File: src/rtl/sdemux_if.sv
// Word-in / slice-out handshake bundle for sdemux.
// Slave side is the demux, master side feeds words and drains slices.
interface sdemux_if #(
  parameter int SLICE_W = 34,
  parameter int NSLICE  = 4
);
  localparam int W = SLICE_W * NSLICE;

  logic               mux_flag;
  logic [W-1:0]       data_in_1;
  logic [W-1:0]       data_in_2;
  logic               in_valid;
  logic               in_ready;
  logic [SLICE_W-1:0] out_data;
  logic               out_valid;
  logic               out_ready;
  logic [1:0]         out_idx;
  logic               out_last;
  logic               busy;

  modport master (
    output mux_flag, data_in_1, data_in_2,
    output in_valid, out_ready,
    input  in_ready, out_data, out_valid,
    input  out_idx, out_last, busy
  );

  modport slave (
    input  mux_flag, data_in_1, data_in_2,
    input  in_valid, out_ready,
    output in_ready, out_data, out_valid,
    output out_idx, out_last, busy
  );
endinterface

File: src/rtl/sdemux.sv
// Captures one of two wide words and emits it as
// NSLICE narrow slices, LSB slice first.
module sdemux #(
  parameter int SLICE_W = 34,
  parameter int NSLICE  = 4
) (
  input  logic     clk,
  input  logic     rst,
  sdemux_if.slave  bus
);
  localparam int W = SLICE_W * NSLICE;
  localparam logic [1:0] LAST_IDX = 2'(NSLICE - 1);

  typedef enum logic {IDLE, SEND} state_t;

  state_t       state;
  state_t       nstate;
  logic [1:0]   idx;
  logic [W-1:0] hold;
  logic         last;
  logic         in_fire;
  logic         out_fire;

  assign in_fire  = bus.in_valid & bus.in_ready;
  assign out_fire = bus.out_valid & bus.out_ready;

  always_ff @(posedge clk or posedge rst) begin
    if (rst) state <= IDLE;
    else     state <= nstate;
  end

  always_comb begin
    nstate = state;
    unique case (state)
      IDLE: if (in_fire) nstate = SEND;
      SEND: if (out_fire && last && !in_fire)
              nstate = IDLE;
      default: nstate = IDLE;
    endcase
  end

  always_comb begin
    bus.out_valid = 1'b0;
    bus.busy      = 1'b0;
    bus.in_ready  = 1'b0;
    last          = 1'b0;
    unique case (1'b1)
      (state == IDLE): begin
        bus.in_ready = 1'b1;
      end
      (state == SEND): begin
        bus.out_valid = 1'b1;
        bus.busy      = 1'b1;
        last          = (idx == LAST_IDX);
        // refill on the final slice so words stream without a gap
        bus.in_ready  = bus.out_ready & last;
      end
      default: ;
    endcase
  end

  assign bus.out_last = last;
  assign bus.out_idx  = idx;
  assign bus.out_data = hold[int'(idx)*SLICE_W +: SLICE_W];

  always_ff @(posedge clk or posedge rst) begin
    if (rst) begin
      hold <= '0;
      idx  <= '0;
    end else if (in_fire) begin
      hold <= bus.mux_flag ? bus.data_in_1 : bus.data_in_2;
      idx  <= '0;
    end else if (out_fire && !last) begin
      idx  <= idx + 2'd1;
    end
  end
endmodule

File: src/flat_wrapper.sv
// flat-port wrapper written by rule: the top's interface ports become plain ports
module sdemux_flat 
#(
  parameter int SLICE_W = 34,
  parameter int NSLICE  = 4
)
  (clk, rst, bus_mux_flag, bus_data_in_1, bus_data_in_2, bus_in_valid, bus_out_ready, bus_in_ready, bus_out_data, bus_out_valid, bus_out_idx, bus_out_last, bus_busy);
  sdemux_if #(.SLICE_W(SLICE_W), .NSLICE(NSLICE)) bus_i ();
  input  logic clk;
  input  logic rst;
  input wire logic [$bits(bus_i.mux_flag)-1:0] bus_mux_flag;
  input wire logic [$bits(bus_i.data_in_1)-1:0] bus_data_in_1;
  input wire logic [$bits(bus_i.data_in_2)-1:0] bus_data_in_2;
  input wire logic [$bits(bus_i.in_valid)-1:0] bus_in_valid;
  input wire logic [$bits(bus_i.out_ready)-1:0] bus_out_ready;
  output wire logic [$bits(bus_i.in_ready)-1:0] bus_in_ready;
  output wire logic [$bits(bus_i.out_data)-1:0] bus_out_data;
  output wire logic [$bits(bus_i.out_valid)-1:0] bus_out_valid;
  output wire logic [$bits(bus_i.out_idx)-1:0] bus_out_idx;
  output wire logic [$bits(bus_i.out_last)-1:0] bus_out_last;
  output wire logic [$bits(bus_i.busy)-1:0] bus_busy;
  assign bus_i.mux_flag = bus_mux_flag;
  assign bus_i.data_in_1 = bus_data_in_1;
  assign bus_i.data_in_2 = bus_data_in_2;
  assign bus_i.in_valid = bus_in_valid;
  assign bus_i.out_ready = bus_out_ready;
  assign bus_in_ready = bus_i.in_ready;
  assign bus_out_data = bus_i.out_data;
  assign bus_out_valid = bus_i.out_valid;
  assign bus_out_idx = bus_i.out_idx;
  assign bus_out_last = bus_i.out_last;
  assign bus_busy = bus_i.busy;
  sdemux #(.SLICE_W(SLICE_W), .NSLICE(NSLICE)) u_core (.clk(clk), .rst(rst), .bus(bus_i));
endmodule
File: config.mk
export PLATFORM = sky130hd
export DESIGN_NAME = sdemux_flat
export DESIGN_NICKNAME = d
export VERILOG_FILES = /design/src/rtl/sdemux_if.sv /design/src/rtl/sdemux.sv /design/src/flat_wrapper.sv
export SDC_FILE = /design/constraint.sdc
export NUM_CORES = 1
export LEC_CHECK = 0
export ABC_AREA = 1
export CAP_MARGIN = 5
export CORE_UTILIZATION = 48
export DETAILED_ROUTE_END_ITERATION = 7
export PLACE_DENSITY_LB_ADDON = 0.25
export SYNTH_ARGS = -nofsm -noshare
export SYNTH_HDL_FRONTEND = slang
export SYNTH_SLANG_ARGS = --single-unit
File: constraint.sdc
create_clock -name clk -period 13 [get_ports clk]
set_input_delay 3.25 -clock clk [delete_from_list [all_inputs] [get_ports clk]]
set_output_delay 3.25 -clock clk [all_outputs]
set_load 0.03 [all_outputs]
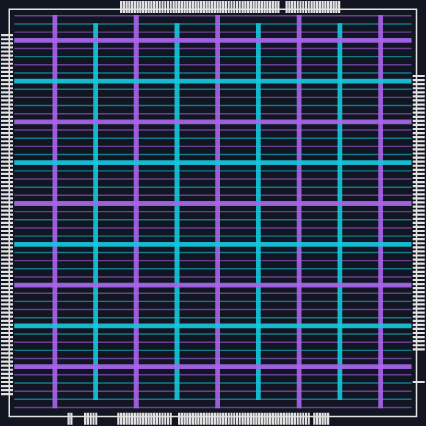
(run_1/floorplan.png)
Drawn at 3 px/um. Pins as bars on the die edge.
- purple: VSS
- cyan: VDD
- signal pins: 317
- met1 rails: 49
- met4 straps: 9
- rows: 48
- met5 straps: 9
peak supply drop: 0.0001288 V
Die Span X: 135.2 um
Die Span Y: 135.2 um
core area: 17300 sq um

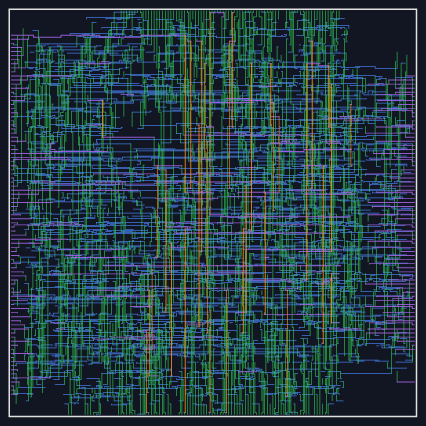
(run_1/layers.png)
Drawn at 3 px/um.
- orange: M4 (wire length 1420 um)
- blue: M1 (wire length 11500 um)
- green: M2 (wire length 13200 um)
- purple: M3 (wire length 2300 um)
GRT Resource Usage Total: 0.3188
final WL: 28410 um
routed wire length per instance: 15.83 um
vias after detailed routing: 9265

==> results_dict.tcl, run 1 <==
# metrics dict for downstream scripts
set metrics [dict create \
    outcome "finished clean" \
    grt_pass1_wl_um 44220 \
    min_period_ps 8499 \
    synthCells 1313 \
    min_to "u_core.hold[8]$_DFFE_PP0P_" \
    setup_viol 0 \
    critical_path_class "primary input to output pin" \
    first_pass_iters 6 \
    r2r-end "u_core.hold[104]$_DFFE_PP0P_" \
    maxCapViolCount 0 \
    required_ps 9750 \
    timing.fmax_mhz 117.7 \
    clk_pin_slew_ps 60 \
    io_buffers 316 \
    clkPwrFrac 0.178 \
    slew_violations 0 \
    sw_frac_of_total 0.4501 \
    grt_setup_unrepaired "no" \
    hp-start "u_core.hold[8]$_DFFE_PP0P_" \
    critical-path-top-cell-by-count "clkdlybuf4s50_1" \
    max_stage_delay_ps 820 \
    start_kind "primary input" \
    power.internal_mw 1.377 \
    edf_count 0 \
    drive_above_1_share 0.02739 \
    antenna_found_initial 0 \
    ys_seq_frac 0.4083 \
    synth_stat.cells 1313 \
    hold_viol_final 0 \
    setup_ws_ps 4501 \
    die_area_sq_um 18280 \
    fin_crit_sh 0.6538 \
    synth_area_sq_um 8518 \
    dpl_cell_area_sq_um 11480 \
    crit_path_start "bus_out_ready" \
    fa_ha_area_frac 0.001469 \
    path_cells "clkdlybuf4s50_1 > nand2_1 > nand2_4 > clkdlybuf4s50_1" \
    synthDistinctLibCells 15 \
    cp_slowest_cell "clkdlybuf4s50_1" \
    clk_path_buf_depth 2 \
    cp-endpoint "bus_in_ready" \
    reg2regPathDepth 7 \
    leakage_nw 6.343 \
]
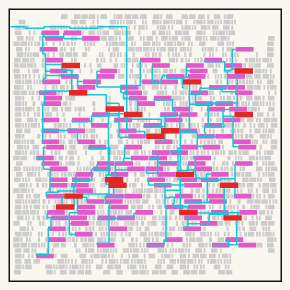
(run_1/clock_wires.png)
Drawn at 2 px/um.
- red: clock-net drivers (count 17)
- magenta: flip-flops (count 139)
- cyan: clock wires (length 1730 um)
- routed clock nets: 18
skew final: 5.636 ps
Clock Power: 0.445 mW

-- run 1: sequential cells by signal, summed over array words and instances, names as in the netlist --
name                count
u_core.state            1
u_core.bus.out_idx      2
u_core.hold           136
-- run 1: area by class of cell --
class                           instances  area, sq um
Inverter                               74        285.3
Timing Repair Buffer                  323         3211
Multi-Input combinational cell       1003         4218
Clock inverter                          7        40.04
Fill cell                            1487         5278
Sequential cell                       139         3482
Clock buffer                           24        501.7
Tap cell                              225        281.5
-- run 1: power groups by stage --
stage | sequential, mW | combinational, mW | clock (mW)
after floorplan | 0.714 | 0.842 | 0
after global placement | 0.748 | 1.27 | 0
after detailed placement | 0.753 | 1.29 | 0
after CTS | 0.751 | 1.30 | 0.448
after global routing | 0.776 | 1.42 | 0.464
final | 0.756 | 1.30 | 0.445
-- run 1: layer usage --
| metal | global-route usage | vias up | wire, um |
|---|---|---|---|
| met4 | 0.1729 | 0 | 1424 |
| met1 | 0.4064 | 4238 | 11470 |
| met5 | 0 | - | 0 |
| met2 | 0.5088 | 399 | 13220 |
| met3 | 0.06472 | 72 | 2299 |
| li1 | - | 4556 | - |
-- run 1: cell families after synthesis --
family / count (synthesis)
buffers and inverters: 171
DFF: 139
adders and majority gates: 1
AOI/OAI and AO/OA: 68
and+or+nand+nor: 934
-- run 1: worst max-delay path: cells and delay by family --
kind / cells / cell delay, ps
buf+inv: 2 / 1340
simple gates: 2 / 630
==> run_1/gates.png <==
Drawn at 2 px/um.
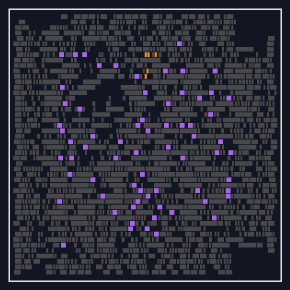

==> inputs of run 2 (changes only) <==
--- a/config.mk
+++ b/config.mk
@@ -7,7 +7,7 @@
 export LEC_CHECK = 0
 export ABC_AREA = 1
 export CAP_MARGIN = 5
-export CORE_UTILIZATION = 48
+export CORE_UTILIZATION = 45
 export DETAILED_ROUTE_END_ITERATION = 7
 export PLACE_DENSITY_LB_ADDON = 0.25
 export SYNTH_ARGS = -nofsm -noshare
==> constraint.sdc (replaced) <==
create_clock -name clk -period 8.2 [get_ports clk]
set_input_delay 2.05 -clock clk [delete_from_list [all_inputs] [get_ports clk]]
set_output_delay 2.05 -clock clk [all_outputs]
set_load 0.03 [all_outputs]
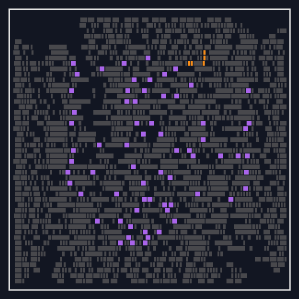
(run_2/gates.png)
Drawn at 2 px/um.
- purple: aoi and oai cells (cells 68; most used o211ai_1)
- orange: nor cells (cells 5; most used nor2_1)
combinational share of cell area: 0.3461
final cell count without fillers: 1801
most frequent logic cell in the layout: nand2_1

==> run 2 against run 1 <==
Design area up 1.4%. Routed wire length rose by 1.3%. Largest cell class unchanged. Combinational power rose by 59%. Total power up 67%.
==> results_dict.tcl, run 2 <==
# metrics dict for downstream scripts
set metrics [dict create \
    grt_setup_unrepaired "no" \
    path_delay_family "buffers and inverters" \
    ys_seq_frac 0.4083 \
    outcome "finished clean" \
    synth_area_sq_um 8518 \
    die_h_um 139.6 \
    first_pass_iters 5 \
    die_area_sq_um 19480 \
    critical_path_class "primary input to output pin" \
    edf_count 0 \
    top_register "u_core.hold" \
    track_usage 0.2992 \
    start_kind "primary input" \
    vias 9111 \
    synthCells 1313 \
    critical_path_buf_inv_count 2 \
    fin_crit_sh 0.7343 \
    routed_wl_um 28770 \
    hold_viol_final 0 \
    grt_pass1_wl_um 44870 \
    largest_reg_flops 136 \
    leakage_nw 6.420 \
    timing.fmax_mhz 166.1 \
    max_stage_delay_ps 800 \
    antenna_found_initial 0 \
    ir_drop_v 0.0001844 \
    synth_stat.cells 1313 \
    setup_viol 0 \
    synthDistinctLibCells 15 \
    coreArea_sq_um 18270 \
    grt_use_met2 0.4702 \
    cp_slowest_cell "clkdlybuf4s50_1" \
    die_x_um 139.6 \
]
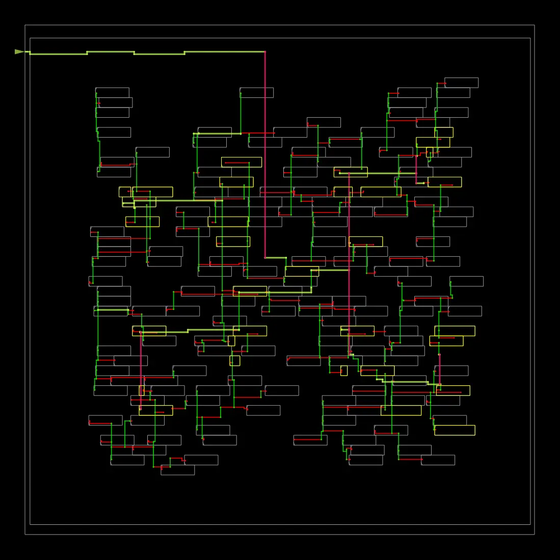
(run_2/clock_nets.png)
clock buffers: 20
total CTS buffers: 17
Clock Latency Late Sink: 420 ps
CTS Sinks: 139
skew final: 6.436 ps

==> run 2: cell counts after synthesis <==
Identical to the previous run, type by type.
==> run 2: through the flow <==
| step | power (mW) | setup slack [ps] | cells | hold WS, ps | util |
|---|---|---|---|---|---|
| 2_1_floorplan | 2.467 | 2425 | 1313 | 449.1 | - |
| 3_3_place_gp | 3.214 | 2184 | 1769 | 462.1 | 0.6289 |
| 3_5_place_dp | 3.242 | 2183 | 1769 | 465.0 | 0.6289 |
| 4_1_cts | 4.171 | 2180 | 1801 | 480.1 | 0.6671 |
| 5_1_grt | 4.431 | 2103 | 1801 | 498.5 | 0.6671 |
| 6_report | 4.178 | 2179 | 1801 | 477.8 | 0.6671 |
==> run 2: worst paths after layout <==
check,endpoint
worst max register to register,u_core.bus.out_idx[1]$_DFFE_PP0P_
min in group asynchronous,u_core.hold[50]$_DFFE_PP0P_
worst max-delay path,bus_in_ready
max in group asynchronous,u_core.hold[88]$_DFFE_PP0P_
worst min register to register,u_core.hold[129]$_DFFE_PP0P_
worst min-delay path,u_core.hold[129]$_DFFE_PP0P_
==> run 2: layout make-up <==
class	count	area [sq um]
fillers	1602	6082
multi-input cells	1003	4218
flip-flops and latches	139	3482
repair buffers	324	3218
clock buffers	20	456.7
well taps	229	286.5
inverters	74	285.3
clock inverters	12	241.5
==> run 2: per-layer routing <==
layer	vias up	wire length [um]
li1	4573	-
met1	4055	12220
met2	419	12960
met3	64	2387
met4	0	1203
met5	-	0
==> run 2: where the power goes <==
| group | internal (mW) | leakage (nW) | switching [mW] |
|---|---|---|---|
| combinational | 0.769 | 4.33 | 1.30 |
| sequential | 0.992 | 1.75 | 0.212 |
| clock | 0.616 | 0.340 | 0.293 |
Power and IR drop assume default switching activity.
